**Routed clock nets over the placement**

(6 px per um)
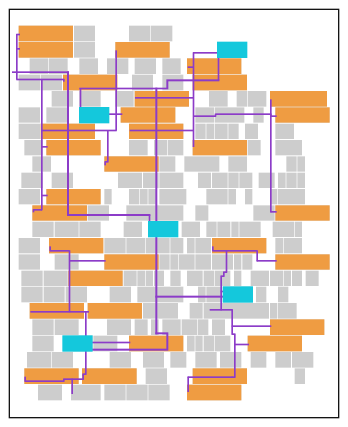
**Metal layers overlaid**

(4 px per um)
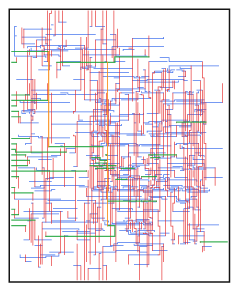
**Routing congestion**

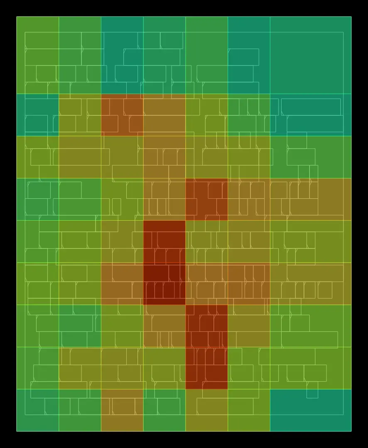
**Met3 routing**

(4 px per um) Cells faint in the background.
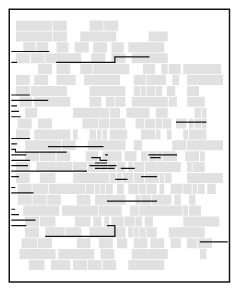
**Sequential cells grouped by signal name**

(4 px per um) Other sequential cells in the stronger grey, the rest of the logic in the fainter grey.
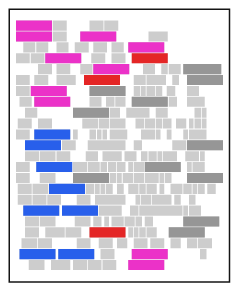
--- src/rtl/pico_host.sv ---
// rtl/pico_host.sv - host sequencer driving a pico processor's switch/LED handshake
// Optional build macro: PICO_HOST_LED_SYNC_EN (2-flop synchroniser on LED before capture)
module pico_host #(
  parameter int SETUP_CYCLES = 2,
  parameter int HOLD_CYCLES  = 128,
  parameter int RST_CYCLES   = 4
) (
  input  logic       Clock,
  input  logic       nReset,
  input  logic [7:0] in_data,
  input  logic       in_capture,
  input  logic       in_valid,
  output logic       in_ready,
  input  logic       restart,
  output logic [9:0] SW,
  input  logic [7:0] LED,
  output logic [7:0] res_data,
  output logic       res_valid,
  input  logic       res_ready
);

  typedef enum logic [2:0] {PRST, IDLE, SETUP, HOLD, RESULT} state_t;

  localparam logic [7:0] SETUP_LD   = 8'(SETUP_CYCLES);
  localparam logic [7:0] HOLD_LD    = 8'(HOLD_CYCLES);
  localparam logic [7:0] RST_LD     = 8'(RST_CYCLES);
  localparam bit         SKIP_SETUP = (SETUP_CYCLES == 0);

  state_t     state_q, state_d;
  logic [7:0] cnt_q, cnt_d;
  logic [9:0] sw_q, sw_d;
  logic       cap_q, cap_d;
  logic       in_ready_q, in_ready_d;
  logic       res_valid_q, res_valid_d;
  logic [7:0] res_data_q, res_data_d;
  logic [7:0] led_sample;

`ifdef PICO_HOST_LED_SYNC_EN
  logic [7:0] led_s1_q, led_s2_q;

  // Two-stage synchroniser for the processor's LED bus
  always_ff @(posedge Clock or negedge nReset) begin
    if (!nReset) begin
      led_s1_q <= 8'h00;
      led_s2_q <= 8'h00;
    end else begin
      led_s1_q <= LED;
      led_s2_q <= led_s1_q;
    end
  end

  assign led_sample = led_s2_q;
`else
  assign led_sample = LED;
`endif

  // Next-state and registered-output computation; restart overrides everything
  always_comb begin
    state_d     = state_q;
    cnt_d       = cnt_q;
    sw_d        = sw_q;
    cap_d       = cap_q;
    in_ready_d  = in_ready_q;
    res_valid_d = res_valid_q;
    res_data_d  = res_data_q;
    if (restart) begin
      state_d     = PRST;
      cnt_d       = RST_LD;
      sw_d        = 10'h000;
      in_ready_d  = 1'b0;
      res_valid_d = 1'b0;
    end else begin
      case (state_q)
        PRST: begin
          if (cnt_q <= 8'd1) begin
            state_d    = IDLE;
            sw_d[9]    = 1'b1;
            in_ready_d = 1'b1;
          end else begin
            cnt_d = cnt_q - 8'd1;
          end
        end
        IDLE: begin
          if (in_valid && in_ready_q) begin
            sw_d[7:0]  = in_data;
            cap_d      = in_capture;
            in_ready_d = 1'b0;
            if (SKIP_SETUP) begin
              state_d = HOLD;
              sw_d[8] = ~sw_q[8];
              cnt_d   = HOLD_LD;
            end else begin
              state_d = SETUP;
              cnt_d   = SETUP_LD;
            end
          end
        end
        SETUP: begin
          if (cnt_q <= 8'd1) begin
            state_d = HOLD;
            sw_d[8] = ~sw_q[8];
            cnt_d   = HOLD_LD;
          end else begin
            cnt_d = cnt_q - 8'd1;
          end
        end
        HOLD: begin
          if (cnt_q <= 8'd1) begin
            if (cap_q) begin
              res_data_d  = led_sample;
              res_valid_d = 1'b1;
              state_d     = RESULT;
            end else begin
              state_d    = IDLE;
              in_ready_d = 1'b1;
            end
          end else begin
            cnt_d = cnt_q - 8'd1;
          end
        end
        RESULT: begin
          if (res_ready) begin
            res_valid_d = 1'b0;
            in_ready_d  = 1'b1;
            state_d     = IDLE;
          end
        end
        default: begin
          state_d     = PRST;
          cnt_d       = RST_LD;
          sw_d        = 10'h000;
          in_ready_d  = 1'b0;
          res_valid_d = 1'b0;
        end
      endcase
    end
  end

  // State and output registers; reset parks the processor in PRST
  always_ff @(posedge Clock or negedge nReset) begin
    if (!nReset) begin
      state_q     <= PRST;
      cnt_q       <= RST_LD;
      sw_q        <= 10'h000;
      cap_q       <= 1'b0;
      in_ready_q  <= 1'b0;
      res_valid_q <= 1'b0;
      res_data_q  <= 8'h00;
    end else begin
      state_q     <= state_d;
      cnt_q       <= cnt_d;
      sw_q        <= sw_d;
      cap_q       <= cap_d;
      in_ready_q  <= in_ready_d;
      res_valid_q <= res_valid_d;
      res_data_q  <= res_data_d;
    end
  end

  assign SW        = sw_q;
  assign in_ready  = in_ready_q;
  assign res_valid = res_valid_q;
  assign res_data  = res_data_q;

endmodule

--- config.mk ---
export PLATFORM = sky130hd
export DESIGN_NAME = pico_host
export DESIGN_NICKNAME = d
export VERILOG_FILES = /design/src/rtl/pico_host.sv
export SDC_FILE = /design/constraint.sdc
export NUM_CORES = 1
export LEC_CHECK = 0
export CAP_MARGIN = 20
export CORE_ASPECT_RATIO = 1.25
export CORE_UTILIZATION = 48
export CTS_CLUSTER_SIZE = 10
export DETAILED_ROUTE_END_ITERATION = 8
export GPL_ROUTABILITY_DRIVEN = 0
export PLACE_DENSITY_LB_ADDON = 0.15
export RECOVER_POWER = 50
export SLEW_MARGIN = 25
export SYNTH_ARGS = -nofsm -noshare
export SYNTH_HDL_FRONTEND = slang
export SYNTH_SLANG_ARGS = --single-unit
--- constraint.sdc ---
create_clock -name Clock -period 2.19 [get_ports Clock]
set_input_delay 0.438 -clock Clock [delete_from_list [all_inputs] [get_ports Clock]]
set_output_delay 0.438 -clock Clock [all_outputs]
set_load 0.01 [all_outputs]
==> ci_impl_report.md <==
## Synthesis and layout report

| Metric | Value |
|---|---|
| Status | finished, final reports clean |
| # clk buffers | 7 |
| Buffering overhead | between 20% and 30% |
| Floorplan Core Area | between 3000 and 4000 sq um |
| Netlist cell types | 45 |
| Worst Hold Class | reg -> reg |
| Postcts setup bufs | 0 |
| H-tree lvl count | 2 |
| Clk_skew | 3.41 ps |
| Top cells by area | dfrtp_1 (47%), mux2_2 (5.4%), a22o_1 (4.7%), nand2_1 (2.9%), o21ai_0 (2.7%) |
| CP Capture Point | in_ready$_DFFE_PN0P_ |
| Setup tns final | 0 ps |
| DP Area | roughly 2100 sq um |
| Crit path kind | reg -> reg |
| FP Rows | 23 |
| Dominant logic cell type in the layout | dfrtp_1 |
| Routed Antenna Nets | 0 |
| Clock power frac | 24.2% |
| Sequential area share after synthesis | between 40% and 50% |
| Layout inverter count without the clock tree | 5 |
| Max Clk Rate | between 400 and 500 MHz |
| Post-synth ARST share | 100% |
| Mux share of post-synthesis cell area | 6.77% |
| Max Root-Sink Buffers | 2 |
| Setup WS post-layout | roughly 170 ps |
| FF+latch area | between 800 and 900 sq um |
| Post-Layout Cell Count | approximately 240 |
| Worst Hold Depth | 1 |
| I/O Pins | around 42 |
| Seq pwr share | between 30% and 40% |
| Yosys adder share | ~1.5% |
| Total Routed Length | around 3.8 mm |
| Comb area leader | AND-OR/OR-AND gates |
| Crit. End Element | flop |
| Final tally of max-slew violations | 0 |
| Net Count, Synth | around 170 |
| Clock group total power | 620 uW |
| CTS clk-pin slew, worst paths | about 70 ps |
| CP Depth | 7 |
| WHS | between 400 and 500 ps |
| DR DRC count | 0 |
| Sw Share | between 30% and 40% |
| Top cells by count | dfrtp_1 (31), nand2_1 (13), a22o_1 (9), o21ai_0 (9), mux2_2 (8) |
| WL met2 | 2.01 mm |
| Final Hold Vio Count | 0 |
| Flop Count | 32 |
| Syn Area/Cell | between 10 and 15 sq um |
| WP buf/inv | 1 |
| DR top layer | met4 |
| Reg2reg setup slack | between 150 and 200 ps |
| Diode count | 0 |
| Yosys simple share | about a fifth |
| Psw | around 950 uW |
| Clock sink total | 32 |
| Mapped cell area | between 1500 and 2000 sq um |
| CTS Buf Count | 5 |
| Metal1 wirelength | roughly 1.6 mm |
| Bufs w/o clock | ~47 |
| Pin count of the biggest net entering global routing | 33 |
| Port-buffer cells | just over 40 |
| RSZ-0062 raised after global routing | false |
| Area-dominant class | logic gates |
| Post-CTS sizing | 0 |
Notes on 'routed clock nets over the placement' above:
Key: flip-flops = orange [count 32]; clock wires = purple [length 442 um]; cells driving clock nets = cyan [count 5]
Position of the flops: all over the die.

Notes on 'metal layers overlaid' above:
Key: met2 = red [wire length 2,010 um]; met4 = orange [wire length 64.6 um]; met3 = green [wire length 221 um]; met1 = blue [wire length 1,550 um]

Notes on 'routing congestion' above:
gr usage total: 24.3%
post-layout util: 69.5%
GR met1 Demand/Resource: 25.6%
M2 GR Usage: 41.6%
per-cell routed wire length: 16.2 um

Notes on 'met3 routing' above:
The longest straight run is 18.6 um. The layer holds 5.7% of the routed length. The layer carries 221 um of wire.

Notes on 'sequential cells grouped by signal name' above:
Key: `state_q` = red [placed flops 3]; `res_data` = blue [placed flops 8]; `SW` = magenta [placed flops 10]
Another 11 sequential cells are not coloured.

No activity file was given, so power comes from the tool's default toggle rates.
